[src/rtl/lsu_pkg.sv]
// Shared types and helpers for the load/store memory master.
// Contents: FSM state enum, RISC-V funct3 size codes, request classification helpers.
package lsu_pkg;

    typedef enum logic [1:0] {
        IDLE = 2'd0,
        RD   = 2'd1,
        WR   = 2'd2,
        RESP = 2'd3
    } state_t;

    localparam logic [2:0] F3_B  = 3'b000;
    localparam logic [2:0] F3_H  = 3'b001;
    localparam logic [2:0] F3_W  = 3'b010;
    localparam logic [2:0] F3_BU = 3'b100;
    localparam logic [2:0] F3_HU = 3'b101;

    // Stores have no unsigned variants; loads accept all five size codes.
    function automatic logic is_legal(input logic we, input logic [2:0] funct3);
        logic legal;
        if (we) begin
            legal = (funct3 == F3_B) || (funct3 == F3_H) || (funct3 == F3_W);
        end else begin
            legal = (funct3 == F3_B) || (funct3 == F3_H) || (funct3 == F3_W) ||
                    (funct3 == F3_BU) || (funct3 == F3_HU);
        end
        return legal;
    endfunction

    // Halfwords need an even address, words a 4-byte aligned one.
    function automatic logic is_misaligned(input logic [2:0] funct3, input logic [1:0] off);
        logic mis;
        case (funct3)
            F3_H, F3_HU: mis = off[0];
            F3_W:        mis = (off != 2'b00);
            default:     mis = 1'b0;
        endcase
        return mis;
    endfunction

endpackage

[src/rtl/lsu_mem_master_if.sv]
// Pipeline request/response channel plus word-memory port of the load/store master.
// master modport: the LSU itself; slave modport: the environment (pipeline + memory).
interface lsu_mem_master_if #(
    parameter int unsigned AW = 32
);
    logic          req_valid;
    logic          req_ready;
    logic          req_we;
    logic [2:0]    req_funct3;
    logic [AW-1:0] req_addr;
    logic [31:0]   req_wdata;
    logic          resp_valid;
    logic [31:0]   resp_rdata;
    logic          resp_err;
    logic          MemRead;
    logic          MemWrite;
    logic [31:0]   address;
    logic [31:0]   writeData;
    logic [31:0]   readData;

    modport master (
        input  req_valid, req_we, req_funct3, req_addr, req_wdata, readData,
        output req_ready, resp_valid, resp_rdata, resp_err,
               MemRead, MemWrite, address, writeData
    );

    modport slave (
        output req_valid, req_we, req_funct3, req_addr, req_wdata, readData,
        input  req_ready, resp_valid, resp_rdata, resp_err,
               MemRead, MemWrite, address, writeData
    );
endinterface

[src/rtl/lsu_lane_align.sv]
// Combinational byte-lane logic for sub-word accesses (little-endian, byte 0 = [7:0]).
// Ports: word (memory word), wdata (right-aligned store data), off (addr[1:0]), funct3,
//        load_data_c (extracted + extended load), store_word_c (word with store lanes merged).
module lsu_lane_align
    import lsu_pkg::*;
(
    input  logic [31:0] word,
    input  logic [31:0] wdata,
    input  logic [1:0]  off,
    input  logic [2:0]  funct3,
    output logic [31:0] load_data_c,
    output logic [31:0] store_word_c
);

    logic [7:0]  byte_sel;
    logic [15:0] half_sel;
    logic [3:0]  lane_we;
    logic [31:0] wide;

    // Load path: pick the addressed lane and extend it.
    always_comb begin
        byte_sel    = word[{off, 3'b000} +: 8];
        half_sel    = word[{off[1], 4'b0000} +: 16];
        load_data_c = '0;
        case (funct3)
            F3_B:    load_data_c = {{24{byte_sel[7]}}, byte_sel};
            F3_BU:   load_data_c = {24'h0, byte_sel};
            F3_H:    load_data_c = {{16{half_sel[15]}}, half_sel};
            F3_HU:   load_data_c = {16'h0, half_sel};
            F3_W:    load_data_c = word;
            default: load_data_c = '0;
        endcase
    end

    // Store path: replicate store data across lanes, then overwrite only the enabled lanes.
    always_comb begin
        lane_we      = 4'b1111;
        wide         = wdata;
        store_word_c = '0;
        case (funct3)
            F3_B: begin
                lane_we = 4'b0001 << off;
                wide    = {4{wdata[7:0]}};
            end
            F3_H: begin
                lane_we = off[1] ? 4'b1100 : 4'b0011;
                wide    = {2{wdata[15:0]}};
            end
            default: begin
                lane_we = 4'b1111;
                wide    = wdata;
            end
        endcase
        for (int i = 0; i < 4; i++) begin
            store_word_c[8*i +: 8] = lane_we[i] ? wide[8*i +: 8] : word[8*i +: 8];
        end
    end

endmodule

[src/rtl/lsu_mem_master.sv]
// Load/store initiator: turns byte/halfword/word requests into whole-word memory
// accesses (read-modify-write for sub-word stores) and flags bad requests.
// Ports: clk, rst_n (async active-low), bus (lsu_mem_master_if.master: pipeline
//        valid/ready request + one-cycle response, word memory read/write port).
module lsu_mem_master
    import lsu_pkg::*;
#(
    parameter int unsigned DEPTH = 512,
    parameter int unsigned AW    = 32
) (
    input logic              clk,
    input logic              rst_n,
    lsu_mem_master_if.master bus
);

    localparam int unsigned WIDX_W = AW - 2;

    state_t        state, state_n;

    logic          we_q;
    logic [2:0]    f3_q;
    logic [AW-1:0] addr_q;
    logic [31:0]   wdata_q;

    logic          ready_q,      ready_n;
    logic          resp_valid_q, resp_valid_n;
    logic          resp_err_q,   resp_err_n;
    logic [31:0]   resp_rdata_q, resp_rdata_n;
    logic          mem_read_q,   mem_read_n;
    logic          mem_write_q,  mem_write_n;
    logic [31:0]   address_q,    address_n;
    logic [31:0]   write_data_q, write_data_n;

    logic          req_err_c;
    logic [31:0]   load_data_c;
    logic [31:0]   store_word_c;

    // Classify the request presented in IDLE.
    always_comb begin
        req_err_c = !is_legal(bus.req_we, bus.req_funct3) ||
                    is_misaligned(bus.req_funct3, bus.req_addr[1:0]) ||
                    (bus.req_addr[AW-1:2] >= WIDX_W'(DEPTH));
    end

    // Lane logic works on the live read word; it is only consumed while in RD.
    lsu_lane_align u_align (
        .word         (bus.readData),
        .wdata        (wdata_q),
        .off          (addr_q[1:0]),
        .funct3       (f3_q),
        .load_data_c  (load_data_c),
        .store_word_c (store_word_c)
    );

    // Next state plus the next value of every registered output, so each output
    // is already correct in the cycle its state is entered.
    always_comb begin
        state_n      = state;
        ready_n      = 1'b0;
        resp_valid_n = 1'b0;
        resp_err_n   = 1'b0;
        resp_rdata_n = '0;
        mem_read_n   = 1'b0;
        mem_write_n  = 1'b0;
        address_n    = '0;
        write_data_n = '0;
        case (state)
            IDLE: begin
                ready_n = 1'b1;
                if (bus.req_valid) begin
                    ready_n = 1'b0;
                    if (req_err_c) begin
                        state_n      = RESP;
                        resp_valid_n = 1'b1;
                        resp_err_n   = 1'b1;
                    end else if (bus.req_we && (bus.req_funct3 == F3_W)) begin
                        // Full-word store needs no read.
                        state_n      = WR;
                        mem_write_n  = 1'b1;
                        address_n    = 32'(bus.req_addr[AW-1:2]);
                        write_data_n = bus.req_wdata;
                    end else begin
                        state_n    = RD;
                        mem_read_n = 1'b1;
                        address_n  = 32'(bus.req_addr[AW-1:2]);
                    end
                end
            end
            RD: begin
                if (we_q) begin
                    state_n      = WR;
                    mem_write_n  = 1'b1;
                    address_n    = 32'(addr_q[AW-1:2]);
                    write_data_n = store_word_c;
                end else begin
                    state_n      = RESP;
                    resp_valid_n = 1'b1;
                    resp_rdata_n = load_data_c;
                end
            end
            WR: begin
                state_n      = RESP;
                resp_valid_n = 1'b1;
            end
            RESP: begin
                state_n = IDLE;
                ready_n = 1'b1;
            end
            default: begin
                state_n = IDLE;
                ready_n = 1'b1;
            end
        endcase
    end

    // State, request capture and output registers.
    always_ff @(posedge clk or negedge rst_n) begin
        if (!rst_n) begin
            state        <= IDLE;
            we_q         <= 1'b0;
            f3_q         <= '0;
            addr_q       <= '0;
            wdata_q      <= '0;
            ready_q      <= 1'b1;
            resp_valid_q <= 1'b0;
            resp_err_q   <= 1'b0;
            resp_rdata_q <= '0;
            mem_read_q   <= 1'b0;
            mem_write_q  <= 1'b0;
            address_q    <= '0;
            write_data_q <= '0;
        end else begin
            state        <= state_n;
            ready_q      <= ready_n;
            resp_valid_q <= resp_valid_n;
            resp_err_q   <= resp_err_n;
            resp_rdata_q <= resp_rdata_n;
            mem_read_q   <= mem_read_n;
            mem_write_q  <= mem_write_n;
            address_q    <= address_n;
            write_data_q <= write_data_n;
            if ((state == IDLE) && bus.req_valid) begin
                we_q    <= bus.req_we;
                f3_q    <= bus.req_funct3;
                addr_q  <= bus.req_addr;
                wdata_q <= bus.req_wdata;
            end
        end
    end

    assign bus.req_ready  = ready_q;
    assign bus.resp_valid = resp_valid_q;
    assign bus.resp_err   = resp_err_q;
    assign bus.resp_rdata = resp_rdata_q;
    assign bus.MemRead    = mem_read_q;
    assign bus.MemWrite   = mem_write_q;
    assign bus.address    = address_q;
    assign bus.writeData  = write_data_q;

endmodule

[src/flat_wrapper.sv]
// flat-port wrapper written by rule: the top's interface ports become plain ports
module lsu_mem_master_flat import lsu_pkg::*;
#(
    parameter int unsigned DEPTH = 512,
    parameter int unsigned AW    = 32
)
  (clk, rst_n, bus_req_valid, bus_req_we, bus_req_funct3, bus_req_addr, bus_req_wdata, bus_readData, bus_req_ready, bus_resp_valid, bus_resp_rdata, bus_resp_err, bus_MemRead, bus_MemWrite, bus_address, bus_writeData);
  lsu_mem_master_if #(.AW(AW)) bus_i ();
  input logic clk;
  input logic rst_n;
  input wire logic [$bits(bus_i.req_valid)-1:0] bus_req_valid;
  input wire logic [$bits(bus_i.req_we)-1:0] bus_req_we;
  input wire logic [$bits(bus_i.req_funct3)-1:0] bus_req_funct3;
  input wire logic [$bits(bus_i.req_addr)-1:0] bus_req_addr;
  input wire logic [$bits(bus_i.req_wdata)-1:0] bus_req_wdata;
  input wire logic [$bits(bus_i.readData)-1:0] bus_readData;
  output wire logic [$bits(bus_i.req_ready)-1:0] bus_req_ready;
  output wire logic [$bits(bus_i.resp_valid)-1:0] bus_resp_valid;
  output wire logic [$bits(bus_i.resp_rdata)-1:0] bus_resp_rdata;
  output wire logic [$bits(bus_i.resp_err)-1:0] bus_resp_err;
  output wire logic [$bits(bus_i.MemRead)-1:0] bus_MemRead;
  output wire logic [$bits(bus_i.MemWrite)-1:0] bus_MemWrite;
  output wire logic [$bits(bus_i.address)-1:0] bus_address;
  output wire logic [$bits(bus_i.writeData)-1:0] bus_writeData;
  assign bus_i.req_valid = bus_req_valid;
  assign bus_i.req_we = bus_req_we;
  assign bus_i.req_funct3 = bus_req_funct3;
  assign bus_i.req_addr = bus_req_addr;
  assign bus_i.req_wdata = bus_req_wdata;
  assign bus_i.readData = bus_readData;
  assign bus_req_ready = bus_i.req_ready;
  assign bus_resp_valid = bus_i.resp_valid;
  assign bus_resp_rdata = bus_i.resp_rdata;
  assign bus_resp_err = bus_i.resp_err;
  assign bus_MemRead = bus_i.MemRead;
  assign bus_MemWrite = bus_i.MemWrite;
  assign bus_address = bus_i.address;
  assign bus_writeData = bus_i.writeData;
  lsu_mem_master #(.DEPTH(DEPTH), .AW(AW)) u_core (.clk(clk), .rst_n(rst_n), .bus(bus_i));
endmodule
[config.mk]
export PLATFORM = sky130hd
export DESIGN_NAME = lsu_mem_master_flat
export DESIGN_NICKNAME = d
export VERILOG_FILES = /design/src/rtl/lsu_pkg.sv /design/src/rtl/lsu_mem_master_if.sv /design/src/rtl/lsu_lane_align.sv /design/src/rtl/lsu_mem_master.sv /design/src/flat_wrapper.sv
export SDC_FILE = /design/constraint.sdc
export NUM_CORES = 1
export LEC_CHECK = 0
export ABC_AREA = 1
export CORE_MARGIN = 10
export CORE_UTILIZATION = 45
export CTS_CLUSTER_DIAMETER = 50
export DETAILED_ROUTE_END_ITERATION = 6
export DONT_BUFFER_PORTS = 1
export GPL_ROUTABILITY_DRIVEN = 0
export GPL_TIMING_DRIVEN = 0
export PLACE_DENSITY = 0.69
export SLEW_MARGIN = 20
export SYNTH_ARGS = -nofsm -noshare
export SYNTH_HDL_FRONTEND = slang
export SYNTH_SLANG_ARGS = --single-unit
[constraint.sdc]
create_clock -name clk -period 4.85 [get_ports clk]
set_input_delay 0.7275 -clock clk [delete_from_list [all_inputs] [get_ports clk]]
set_output_delay 0.7275 -clock clk [all_outputs]
set_load 0.01 [all_outputs]
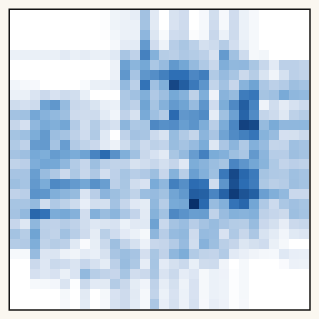
(run_1/wire_density.png)
Drawn at 2 px/micron. 30 x 30 tiles, from white (low) to dark blue (high), scaled to the fullest tile. Values are wire area over tile area, all layers added.
densest ninth of the die: east
fullest tile: 0.63
tiles over half the peak: 13%

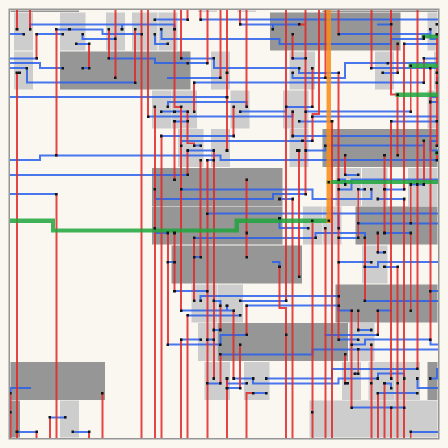
(run_1/zoom.png)
Region (60, 30) to (90, 60) microns. Cells in grey, sequential cells in the stronger grey; small squares are vias.
legend:
  met2:
    colour: red
  met1:
    colour: blue
  met3:
    colour: green
  met4:
    colour: orange
sequential cells in the window: 10
cells with their middle in the window: 44
most frequent: o21ai_0 (16), dfrtp_1 (10), nand2_1 (8)
netlist names of flops here include: u_core.wdata_q (7), u_core.addr_q (2)

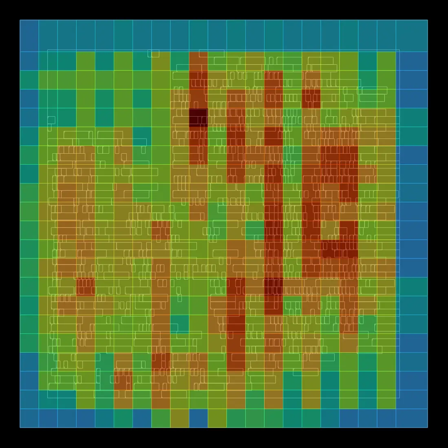
(run_1/final_congestion.png)
met1 Usage GRT: 0.248
fin util: 0.511
post-DR wirelength/cell: 19.1 microns

==> run summary, run 1 <==
Comb pwr share: 0.348
Total congestion overflow: 0
Vias in the first global route: 5826
Drt first-iter violations: 417
# H-tree levels: 4
Post-CTS Setup Inserts: 0
Count of pins over their slew limit: 0
Pin count of the biggest net entering global routing: 169
Launch point of the worst reg-to-reg path: u_core.state[0]
DP Cell Count: 1127
Chip area: 22400 sq um
Post-synth regs: 169
Starting Density: 0.458
Register share after synthesis: 0.559
Sw frac: 0.400
Worst Clk Skew: 0.00632 ns
Cell with the most instances after synthesis: nand2_1
WL final: 22100 microns
Hold WS: 0.140 ns
Antenna violations before repair: 0
Type of element capturing the critical path: register
YS chip area: 7560 sq um
Critical Path Source Type: register
DRC viols: 0
Final instance area: 8440 sq um
Data required time of the worst path: 5.14 ns
HP Class: in -> async
Final ANT Viol Nets: 0
Worst skew pair latency: 0.43 ns
Total Nets Final: 1034
Setup CP Type: reg -> reg
CTS tree: yes
Synth async-reset ratio: 1.00
# diodes: 0
Syn Area/Cell: 8.35 sq um
Wire length of the first global-routing pass: 33600 microns
Number of enable flip-flop cells: 0
Leading area contributor after synthesis: dfrtp_1
Max Used Layer: met4
VDD IR max: 0.317 mV
Metal1 wirelength: 8790 microns
Placed instance area: 7840 sq um
Deepest clock path buffer count: 2
DR vias/cell: 5.14
Least-Margin Pin Slew: 0.808 ns
Psw: 2.12 mW
Status: completed
Ys Warns: 0
Top area contributor share: 0.556
Hpwl dp: 16500 microns
Synth top cells by count: nand2_1 (255), dfrtp_1 (168), inv_1 (134)
Clock share of power: 0.251
Met2 Wirelength: 10100 microns
Leakage: 4.41 nW
Clk root buf: clkbuf_16
Syn Inst Count: 906
# Cells Yosys: 906
FF-to-FF path depth: 7
Period minus WS final: 2.26 ns
Die Y: 150 microns
Count of final setup violators: 0
Ratio of cells with drive above 1 in the final layout: 0.0873
Main flop type: dfrtp_1
I/O Buffers: 0
Fill count: 1549
GRT Overall Usage: 0.196
Internal Power: 3.17 mW
Total CTS buffers: 17
Routed vias: 5958
Final hold violation count: 0
Cycle use final: 0.465
Worst EP arrival: 2.55 ns
Slew headroom: 0.461
R2R Setup Slk: 2.59 ns
Design Power: 5.29 mW
Place WS: 2.59 ns
Clk sinks: 169
Met3 routed WL: 3000 microns
Sequential Power Share: 0.401
RSZ-0062 raised after global routing: false
-- run 1: routing by layer --
| metal | vias to the layer above | GRT usage |
|---|---|---|
| met2 | 264 | 0.297 |
| met3 | 16 | 0.0903 |
| met5 | - | 0 |
| met1 | 2808 | 0.248 |
| li1 | 2870 | - |
| met4 | 0 | 0.0540 |
-- run 1: timing repair --
action / in CTS / in global routing
hold endpoints to repair: 168 / 0
resized: 0 / 0
hold buffers: 1 / 0
-- run 1: critical path, cell delays in order, from the launching register on --
cell	delay (ns)
dfrtp_1	0.42
inv_1	0.10
ha_1	0.19
nand2_1	0.17
inv_2	0.23
clkbuf_1	0.48
nand2_1	0.14
o21ai_0	0.38
-- run 1: sequential cells by signal, indices dropped and copies added, names as in the netlist, 2 cells and up --
name	cells
u_core.bus.address	30
u_core.bus.writeData	32
u_core.state	2
u_core.f3_q	3
u_core.addr_q	32
u_core.wdata_q	32
u_core.bus.resp_rdata	32
-- run 1: cell usage in the layout, fill, tap and decap left out, types with 2 or more instances in the layout --
cell,synthesis,final
buf_4,3,3
buf_6,3,3
o211ai_1,7,7
nand3_1,35,35
clkinvlp_4,0,2
clkbuf_16,0,17
or2_2,5,5
buf_2,11,11
clkinv_2,0,3
nand2_4,3,3
conb_1,1,2
dfrtp_1,168,168
ha_1,4,4
o221ai_1,7,7
nand2_2,5,5
inv_2,10,10
a21oi_1,50,50
o22ai_1,12,12
o21ai_0,91,91
nor3_1,2,2
inv_1,134,134
a21oi_2,4,4
bufinv_16,0,2
nand2_1,255,255
buf_1,4,4
o21a_1,5,5
nor2_4,2,2
nor2_1,53,53
a31oi_1,6,6
clkinv_4,0,4
clkbuf_1,18,20
-- run 1: how the worst max path moves through the flow --
| stage | start | to | slack, ns | depth (start not counted) |
|---|---|---|---|---|
| after floorplan | bus_req_addr[12] | u_core.state[0] | 3.17 | 9 |
| after global placement | bus_req_addr[22] | u_core.bus.writeData[3] | 2.59 | 8 |
| after detailed placement | bus_req_addr[22] | u_core.bus.writeData[3] | 2.59 | 8 |
| after CTS | u_core.state[0] | u_core.bus.writeData[2] | 2.66 | 7 |
| after global routing | u_core.state[0] | u_core.bus.writeData[2] | 2.41 | 7 |
| final | u_core.state[0] | u_core.bus.writeData[2] | 2.59 | 7 |
-- run 1: final cells by class --
type                    instances  area (sq um)  share of cell area
well taps                     220           275              0.0326
flip-flops and latches        169          4230               0.501
inverters                     145           547              0.0648
clock buffers                  20           447              0.0529
repair buffers                  1          27.5             0.00326
clock inverters                11           125              0.0148
multi-input cells             554          2600               0.308
plain buffers                  39           194              0.0230
-- run 1: power groups by stage --
stage	Sequential (mW)	Combinational [mW]	Clock, mW
6_report	2.12	1.84	1.33
5_1_grt	2.17	2.09	1.41
4_1_cts	2.13	1.83	1.35
3_5_place_dp	2.15	1.78	0
3_3_place_gp	2.14	1.75	0
2_1_floorplan	2.07	1.36	0
-- run 1: kinds of logic after synthesis --
logic type | synth area share
simple gates | 0.199
compound gates | 0.137
other cells | 0.000496
flops | 0.559
fa+ha+maj | 0.00662
buf+inv | 0.0979
==> run_1/gate_families.png <==
Drawn at 4 px/micron.
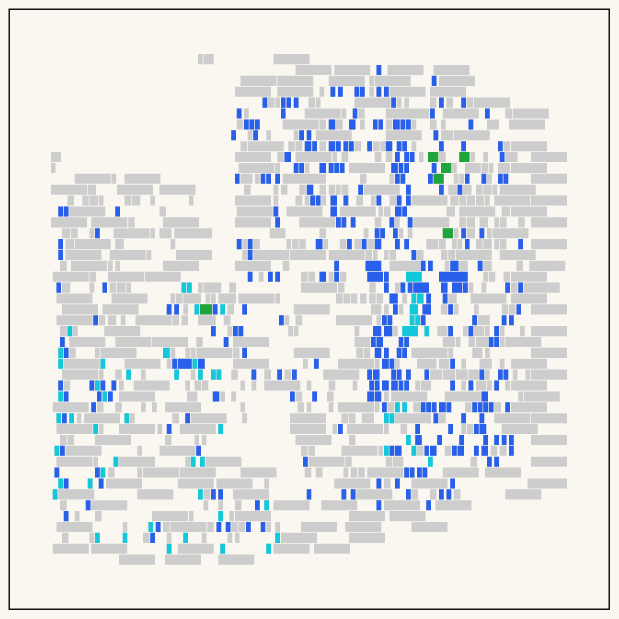

==> run 2: changes to the inputs <==
==> constraint.sdc (replaced) <==
create_clock -name clk -period 2.2 [get_ports clk]
set_input_delay 0.33 -clock clk [delete_from_list [all_inputs] [get_ports clk]]
set_output_delay 0.33 -clock clk [all_outputs]
set_load 0.01 [all_outputs]
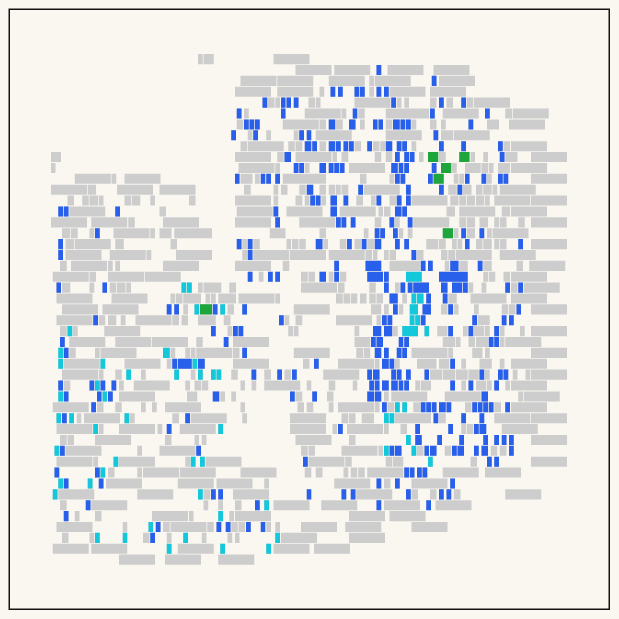
(run_2/gate_families.png)
Drawn at 4 px/micron.
legend:
  NOR gates:
    colour: cyan
    cells: 58
    most_used: nor2_1
  NAND gates:
    colour: blue
    cells: 301
    most_used: nand2_1
  AND-OR and OR-AND gates:
    colour: green
    cells: 6
    most_used: o21a_1
    where: north-east
final std cells w/o fill: 1158
Commonest Layout Cell: nand2_1
logic share of the area: 0.308

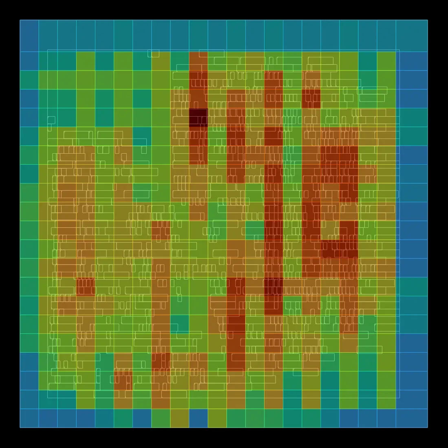
(run_2/final_congestion.png)
post-DR wirelength/cell: 19.0 microns
fin util: 0.510
met3 Use GR: 0.0906
GRT Overall Usage: 0.195
M2 GR Usage: 0.296

==> run 2 against run 1 <==
Effect of this change: the flow now finishes with violations (hold timing); sequential cell count unchanged; worst hold slack lost 0.55 ns; register-to-register slack got worse by 2.5 ns; synthesized cell count did not move; power rose by 120%; combinational power grew 120%; critical path type unchanged; highest routed layer unchanged.
==> run summary, run 2 <==
Internal Power: 6.99 mW
VDD IR max: 0.700 mV
Crit-path slowest cell: dfrtp_1
Psw: 4.61 mW
DR vias/cell: 5.13
DRC viols: 0
# diodes: 0
Synth async-reset ratio: 1.00
HP Class: in -> async
Worst Clk Skew: 0.00663 ns
Starting Density: 0.458
Post-CTS Setup Inserts: 0
Period minus WS final: 2.07 ns
Sw frac: 0.398
Deepest clock path buffer count: 2
Total CTS buffers: 17
Crit path launch: u_core.state[0]
# Cells Yosys: 906
Clk root buf: clkbuf_16
Top area contributor share: 0.556
Ratio of cells with drive above 1 in the final layout: 0.0906
Worst skew pair latency: 0.43 ns
RSZ-0062 raised after global routing: false
Ys Warns: 0
Comb pwr share: 0.345
Final hold violation count: 168
Least-Margin Pin Slew: 0.624 ns
Setup CP Type: reg -> reg
Number of enable flip-flop cells: 0
Die Y: 150 microns
Leading area contributor after synthesis: dfrtp_1
Main flop type: dfrtp_1
Total congestion overflow: 0
Leakage: 4.41 nW
Fill count: 1551
Most frequent CP cell: nand2_1
Sequential Power Share: 0.403
Antenna violations before repair: 0
Worst EP arrival: 2.36 ns
Failing checks: hold timing
Most frequent cells in the layout: nand2_1 (255), dfrtp_1 (168), inv_1 (134)
Pin count of the biggest net entering global routing: 170
Design Power: 11.6 mW
R2R Setup Slk: 0.13 ns
Wire length of the first global-routing pass: 33500 microns
Cell with the most instances after synthesis: nand2_1
YS chip area: 7560 sq um
Cell-by-cell listing of the critical path: inv_1 > ha_1 > nand2_1 > inv_2 > clkbuf_2 > nand2_1 > o21ai_0
Register share after synthesis: 0.559
Hpwl dp: 16500 microns
Vias in the first global route: 5820
Clock share of power: 0.252
Hold WS: -0.406 ns
Count of final setup violators: 0
# H-tree levels: 4
Post-synth regs: 169
Chip area: 22400 sq um
Status: complete, but fails checks
Critical Path Source Type: register
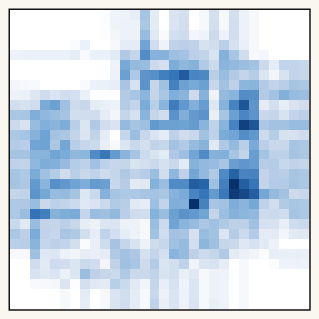
(run_2/wire_density.png)
Drawn at 2 px/micron. 30 x 30 tiles, from white (low) to dark blue (high), scaled to the fullest tile. Values are wire area over tile area, all layers added.
WL final: 22000 microns
routed vias: 5936

## run 2: cell counts after synthesis
No cell type changed its count.
## run 2: cell type report
class,count,area (sq um),area share
Inverter,145,547,0.0649
Tap cell,220,275,0.0327
Buffer,39,199,0.0236
Multi-Input combinational cell,554,2600,0.308
Clock inverter,11,125,0.0149
Sequential cell,169,4230,0.502
Clock buffer,20,447,0.0531
## run 2: cell families after synthesis
logic type,after synthesis,synth area share
buffers and inverters,184,0.0979
flip-flops,169,0.559
AND-OR/OR-AND,184,0.137
adder cells (fa/ha/maj),4,0.00662
AND/OR/NAND/NOR,364,0.199
other,1,0.000496
## run 2: path summary, 6_finish.rpt
check | end | cells after the start
min | u_core.bus.writeData[5] | 0
max | u_core.bus.writeData[2] | 7
max reg2reg | u_core.bus.writeData[2] | 7
max in group asynchronous | u_core.bus.req_ready | 0
min reg2reg | u_core.wdata_q[19] | 2
min in group clk | u_core.addr_q[11] | 2
## run 2: what timing repair did
| action | 4_1_cts | 5_1_grt |
|---|---|---|
| endpoints found under the setup margin | 0 | 16 |
| resized | 0 | 7 |
| hold endpoints to repair | 169 | 169 |
## run 2: power by group through the flow
stage	sequential [mW]	clock (mW)	combinational [mW]
floorplan	4.57	0	3.00
global placement	4.72	0	3.87
detailed placement	4.74	0	3.93
CTS	4.69	2.98	3.96
global route	4.79	3.11	4.55
finish	4.68	2.92	4.00
## run 2: per-stage QoR
stage | worst slack, ns | std cells | cell area [sq um]
after detailed placement | 0.0366 | 1127 | 7840
after global routing | 0.0199 | 1158 | 8420
after CTS | 0.00684 | 1158 | 8410
final | 0.125 | 1158 | 8420
after global placement | 0.0581 | 1127 | 7840
after floorplan | 0.677 | 907 | 7570
## run 2: metal layers
metal | global-route usage | share of wire
met1 | 0.245 | 0.40
met5 | 0 | 0
met2 | 0.296 | 0.45
met3 | 0.0906 | 0.13
met4 | 0.0540 | 0.012
## run 2: critical path, delay by kind of cell (launching register included)
family	cells	cell delay, ns
adder cells (fa/ha/maj)	1	0.19
AND/OR/NAND/NOR	2	0.29
AND-OR/OR-AND	1	0.39
buffers and inverters	3	0.65
flip-flops	1	0.42
Power is estimated from default activity; no workload was simulated.
